### Sequential cells colored by netlist name, run 1

(4 px per µm) Other sequential cells in the stronger gray, the rest of the logic in the fainter gray.
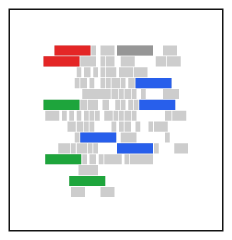
### Congestion heat map, run 1

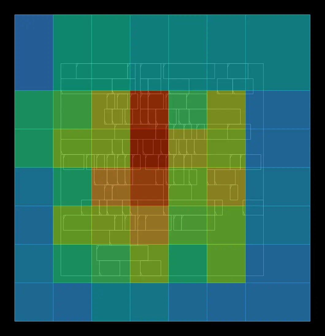
### The metal 3 layer, run 1

(4 px per µm) Cells faint in the background.
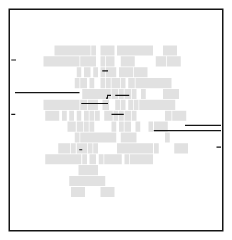
===== src/rtl/shift_reg_ctrl.sv =====
// Occupancy/handshake sequencer for an external Size-stage shift line with flush support.
// Strobes the line only when it can move; a beat leaves the last stage only on a shift.
module shift_reg_ctrl #(
  parameter  int unsigned Size = 4,
  localparam int unsigned CntW = $clog2(Size + 1)
) (
  input  logic            clk_i,
  input  logic            rst_ni,
  input  logic            in_valid_i,
  output logic            in_ready_o,
  output logic            out_valid_o,
  input  logic            out_ready_i,
  input  logic            flush_i,
  output logic            sr_we_o,
  output logic [CntW-1:0] count_o,
  output logic            busy_o,
  output logic            flush_done_o
);

  typedef enum logic [1:0] {IDLE, RUN, FLUSH} state_e;

  state_e            state_q, state_d;
  logic [Size-1:0]   vld_q, vld_d;
  logic [CntW-1:0]   count_q, count_d;
  logic              flush_done_q, flush_done_d;

  logic last, room, in_flush, shift_req, sr_we, newbit;

  always_comb begin
    last      = vld_q[Size-1];
    room      = !last | out_ready_i;
    in_flush  = (state_q == FLUSH);
    shift_req = in_flush ? 1'b1 : in_valid_i;
    // Gating with rst_ni keeps every output low while reset is held.
    sr_we     = shift_req & room & rst_ni;
    newbit    = !in_flush;

    vld_d = vld_q;
    if (sr_we) begin
      vld_d[0] = newbit;
      for (int i = 1; i < Size; i++) vld_d[i] = vld_q[i-1];
    end

    count_d = count_q;
    case ({sr_we & newbit, sr_we & last})
      2'b10:   count_d = count_q + CntW'(1);
      2'b01:   count_d = count_q - CntW'(1);
      default: count_d = count_q;
    endcase

    state_d      = state_q;
    flush_done_d = 1'b0;
    case (state_q)
      IDLE: begin
        if (sr_we)        state_d = flush_i ? FLUSH : RUN;
        else if (flush_i) flush_done_d = 1'b1;
      end
      RUN: begin
        if (flush_i)             state_d = FLUSH;
        else if (count_d == '0)  state_d = IDLE;
      end
      FLUSH: begin
        if (vld_d == '0) begin
          state_d      = IDLE;
          flush_done_d = 1'b1;
        end
      end
      default: state_d = IDLE;
    endcase
  end

  always_ff @(posedge clk_i or negedge rst_ni) begin
    if (!rst_ni) begin
      state_q      <= IDLE;
      vld_q        <= '0;
      count_q      <= '0;
      flush_done_q <= 1'b0;
    end else begin
      state_q      <= state_d;
      vld_q        <= vld_d;
      count_q      <= count_d;
      flush_done_q <= flush_done_d;
    end
  end

  assign sr_we_o      = sr_we;
  assign in_ready_o   = !in_flush & room & rst_ni;
  assign out_valid_o  = last & shift_req;
  assign count_o      = count_q;
  assign busy_o       = in_flush;
  assign flush_done_o = flush_done_q;

endmodule


===== config.mk =====
export PLATFORM = sky130hd
export DESIGN_NAME = shift_reg_ctrl
export DESIGN_NICKNAME = d
export VERILOG_FILES = /design/src/rtl/shift_reg_ctrl.sv
export SDC_FILE = /design/constraint.sdc
export NUM_CORES = 1
export LEC_CHECK = 0
export ABC_AREA = 1
export CORE_AREA = 8 8 45 47
export DETAILED_ROUTE_END_ITERATION = 7
export DIE_AREA = 0 0 53 55
export GPL_TIMING_DRIVEN = 1
export PLACE_DENSITY = 0.82
export REMOVE_ABC_BUFFERS = 1
export SYNTH_ARGS = -nofsm -noshare
export SYNTH_HDL_FRONTEND = slang
export SYNTH_SLANG_ARGS = --single-unit

===== constraint.sdc =====
create_clock -name clk_i -period 4.5 [get_ports clk_i]
set_input_delay 0.675 -clock clk_i [delete_from_list [all_inputs] [get_ports clk_i]]
set_output_delay 0.675 -clock clk_i [all_outputs]
set_load 0.02 [all_outputs]

==> changes_impl.md, run 1 <==
## Implementation

* Remaining Overflow, GRT at 0
* Worst-path fanout max at 11
* Num Clock Sinks at 10
* Max Fclk at 0.323 GHz
* WP depth at 7
* Die height at 55 µm
* P_int at 0.291 mW
* Synth unique cells at 17
* Ant diodes at 0
* Reg2Reg Capture Point: state_q[1]
* Setup CP Type: in2out
* Sequential fraction of the synthesis area at a little over two fifths
* Setup crit end: sr_we_o
* Syn_area_per_cell at between 7 and 8 µm²
* TritonCTS buffer count at 3
* Initial antenna violation count at 0
* Final wirelength at ~1.3 mm
* Reg-to-reg slack, setup at around 2.1 ns
* DP Area at between 700 and 800 µm²
* Status: finished, final reports clean
About 'Sequential cells colored by netlist name':
- blue: `vld_q` (sequential cells 4)
- red: `state_q` (sequential cells 2)
- green: `count_o` (sequential cells 3)
- not colored: 1

About 'Congestion heat map':
Most Crowded Layer GR: met2
WL/cell: 11.8 µm

About 'The metal 3 layer':
- main direction: horizontal
- share of all routed wire: 4.7%
- nets with wire on the layer: 9

run 1: flip-flops by register name, indices dropped and copies added (netlist names):
name          count
vld_q             4
count_o           3
state_q           2
flush_done_o      1
run 1: through the flow:
| stage | std cells | total power, mW |
|---|---|---|
| floorplan | 74 | 0.330 |
| global placement | 103 | 0.418 |
| detailed placement | 103 | 0.431 |
| CTS | 107 | 0.514 |
| global route | 107 | 0.548 |
| finish | 107 | 0.510 |
run 1: cell type report:
class	count	area (µm²)	area share [%]
tap	16	20.0	2.62
timing repair buffer	13	128	16.7
clock buffer	4	36.3	4.75
sequential	10	250	32.7
inverter	16	60.1	7.86
multi-input combinational	48	270	35.4
run 1: power groups by stage:
stage	clock (mW)	combinational, mW	sequential, mW
after floorplan	0	0.153	0.178
after global placement	0	0.259	0.159
after detailed placement	0	0.270	0.161
after CTS	0.0835	0.272	0.159
after global routing	0.0864	0.299	0.163
final	0.0809	0.269	0.160
run 1: cell families (layout without fill, tap and decap cells):
logic type,Yosys count,count (layout),synth area share [%]
buf+inv,16,33,10.3
compound gates,6,6,8.19
xor+xnor,1,1,1.51
simple gates,39,39,31.2
fa+ha+maj,2,2,5.60
flops,10,10,43.1
run 1: worst register-to-register path, delay by kind of cell (launching register included):
kind | cells | cell delay, ns
flip-flops | 1 | 0.39
adder cells (fa/ha/maj) | 2 | 0.67
AND/OR/NAND/NOR | 6 | 0.64
AND-OR/OR-AND | 3 | 0.46
buffers and inverters | 2 | 0.18
run 1: Yosys cell counts (2+ instances only):
library cell,count,share of area [%]
nand2_1,17,11
nand2_2,3,3.2
nor2_1,8,5.2
a21oi_1,2,1.7
inv_1,16,10
nand2_4,2,3.9
dfrtp_1,10,43
nand3_1,7,6.0
==> inputs of run 2 (changes only) <==
==> constraint.sdc (replaced) <==
create_clock -name clk_i -period 3.1 [get_ports clk_i]
set_input_delay 0.465 -clock clk_i [delete_from_list [all_inputs] [get_ports clk_i]]
set_output_delay 0.465 -clock clk_i [all_outputs]
set_load 0.02 [all_outputs]
### Routed metal, one color a layer, run 2

(4 px per µm)
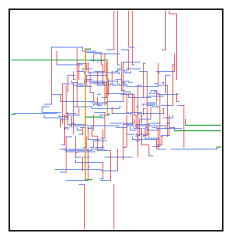
- orange: met4 (wire length 46.2 µm)
- red: met2 (wire length 534 µm)
- blue: met1 (wire length 499 µm)
- green: met3 (wire length 52.5 µm)

### Sequential cells colored by netlist name, run 2

(4 px per µm) Other sequential cells in the stronger gray, the rest of the logic in the fainter gray.
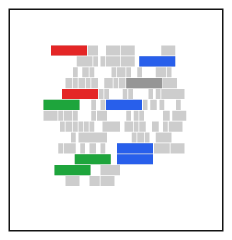
- red: `state_q` (sequential cells 2)
- blue: `vld_q` (sequential cells 4; where center)
- green: `count_o` (sequential cells 3)

### Routed clock nets over the placement, run 2

(6 px per µm)
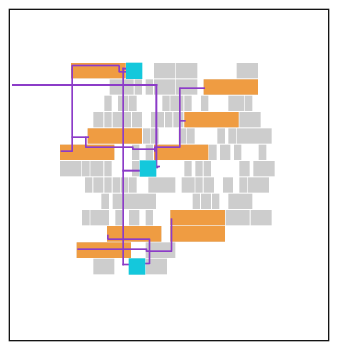
- orange: flip-flops (count 10)
- cyan: cells driving clock nets (count 3)
- purple: clock wires (length 179 µm)
- routed clock nets: 4

==> run 2 against run 1 <==
  * Power grew 43%
  * Hold slack lost 0.0091 ns
  * Non-clock buffer count is the same
  * Largest power group unchanged
  * Largest cell class unchanged
  * Critical endpoint is now state_q[1]
  * Global-route usage shrank 0.28 points
  * Register-to-register slack lost 1.4 ns
  * Critical path depth grew 6
==> changes_impl.md, run 2 <==
## Implementation

* Status: finished, final reports clean (unchanged)
* Cell area leaders: dfrtp_1 (43%), nand2_1 (11%), inv_1 (10%) (unchanged)
* Setup CP Type: in2reg (was in2out)
* Remaining Overflow, GRT at 0 (unchanged)
* Post-synth top area share at 43.1% (unchanged)
* Initial antenna violation count at 0 (unchanged)
* Worst-path fanout max at 6 (was 11)
* Ant diodes at 0 (unchanged)
* Final Hold Viols at 0 (unchanged)
* Synth unique cells at 17 (unchanged)
* Placed cell count at 103 (unchanged)
* Top pwr grp: combinational cells (unchanged)
* WL/cell at 10.6 µm (was 11.8 µm)
* TritonCTS buffer count at 3 (unchanged)
* Family with the most delay on the worst path: AND-OR/OR-AND gates (was buffers and inverters)
* Port bufs at 12 (unchanged)
* Number of flops mapped to enable cells by yosys at 0 (unchanged)
* Syn_area_per_cell at 7.85 µm² (unchanged)
* Die height at 55 µm (unchanged)
* Final wirelength at 1.13 mm (was 1.26 mm)
* Synthesized area at 581 µm² (unchanged)
* CTS tree: yes (unchanged)
* Largest Register: vld_q (unchanged)
* Finished Layout Cells at 107 (unchanged)
* Synth area leader: dfrtp_1 (unchanged)
* P_comb at 0.379 mW (was 0.269 mW)
* P_leak at 0.406 nW (unchanged)
* Number of flip-flops in the largest register at 4 (unchanged)
* Ys flop type: dfrtp_1 (unchanged)
* Commonest cells post-synth: nand2_1 (17), inv_1 (16), dfrtp_1 (10), nor2_1 (8), nand3_1 (7) (unchanged)
* Max Fclk at between 0.3 and 0.4 GHz
* Most common cell in the synthesized netlist: nand2_1 (unchanged)
* Commonest Layout Cell: nand2_1 (unchanged)
* Seq pwr at 0.228 mW (was 0.160 mW)
* Clk pwr at 0.120 mW (was 0.0809 mW)
* Sequential fraction of the synthesis area at 43.1% (unchanged)
* Num Clock Sinks at 10 (unchanged)
## run 2: cell families (layout without fill, tap and decap cells)
family,after synthesis,after routing,share of synthesized area (%)
buffers and inverters,16,33,10.3
adder cells (fa/ha/maj),2,2,5.60
XOR/XNOR,1,1,1.51
AND/OR/NAND/NOR,39,39,31.2
AND-OR/OR-AND,6,6,8.19
flip-flops,10,10,43.1
## run 2: worst paths after layout
check                      startpoint         end  slack, ns  cells after the start
max                            rst_ni  state_q[1]       0.48                     13
min                            rst_ni    vld_q[3]       0.50                      2
max reg2reg                  vld_q[3]  state_q[1]       0.74                     11
min reg2reg                  vld_q[2]    vld_q[2]       0.50                      2
max in group asynchronous      rst_ni  count_o[0]       2.45                      2
min in group clk_i           vld_q[2]    vld_q[2]       0.50                      2
## run 2: per-stage QoR
stage	setup slack [ns]	util, %	total power, mW	hold slack (ns)	area [µm²]
2_1_floorplan	0.898	-	0.480	0.169	581
3_3_place_gp	0.242	52.6	0.605	0.478	728
3_5_place_dp	0.193	52.6	0.614	0.485	728
4_1_cts	0.471	55.2	0.738	0.503	764
5_1_grt	0.278	55.2	0.795	0.515	764
6_report	0.484	55.2	0.727	0.500	764
## run 2: cell type report
type                       instances  area, µm²  area share [%]
tap                               16       20.0            2.62
timing repair buffer              13        128            16.7
sequential                        10        250            32.7
inverter                          16       60.1            7.86
multi-input combinational         48        270            35.4
clock buffer                       4       36.3            4.75
## run 2: metal layers
| layer | track usage, % | vias to the layer above | wire, µm |
|---|---|---|---|
| met3 | 3.48 | 5 | 52 |
| met4 | 9.05 | 0 | 46 |
| met2 | 15.2 | 8 | 534 |
| met5 | 0 | - | 0 |
| met1 | 9.23 | 205 | 498 |
| li1 | - | 260 | - |
Power is estimated from default activity; no workload was simulated.
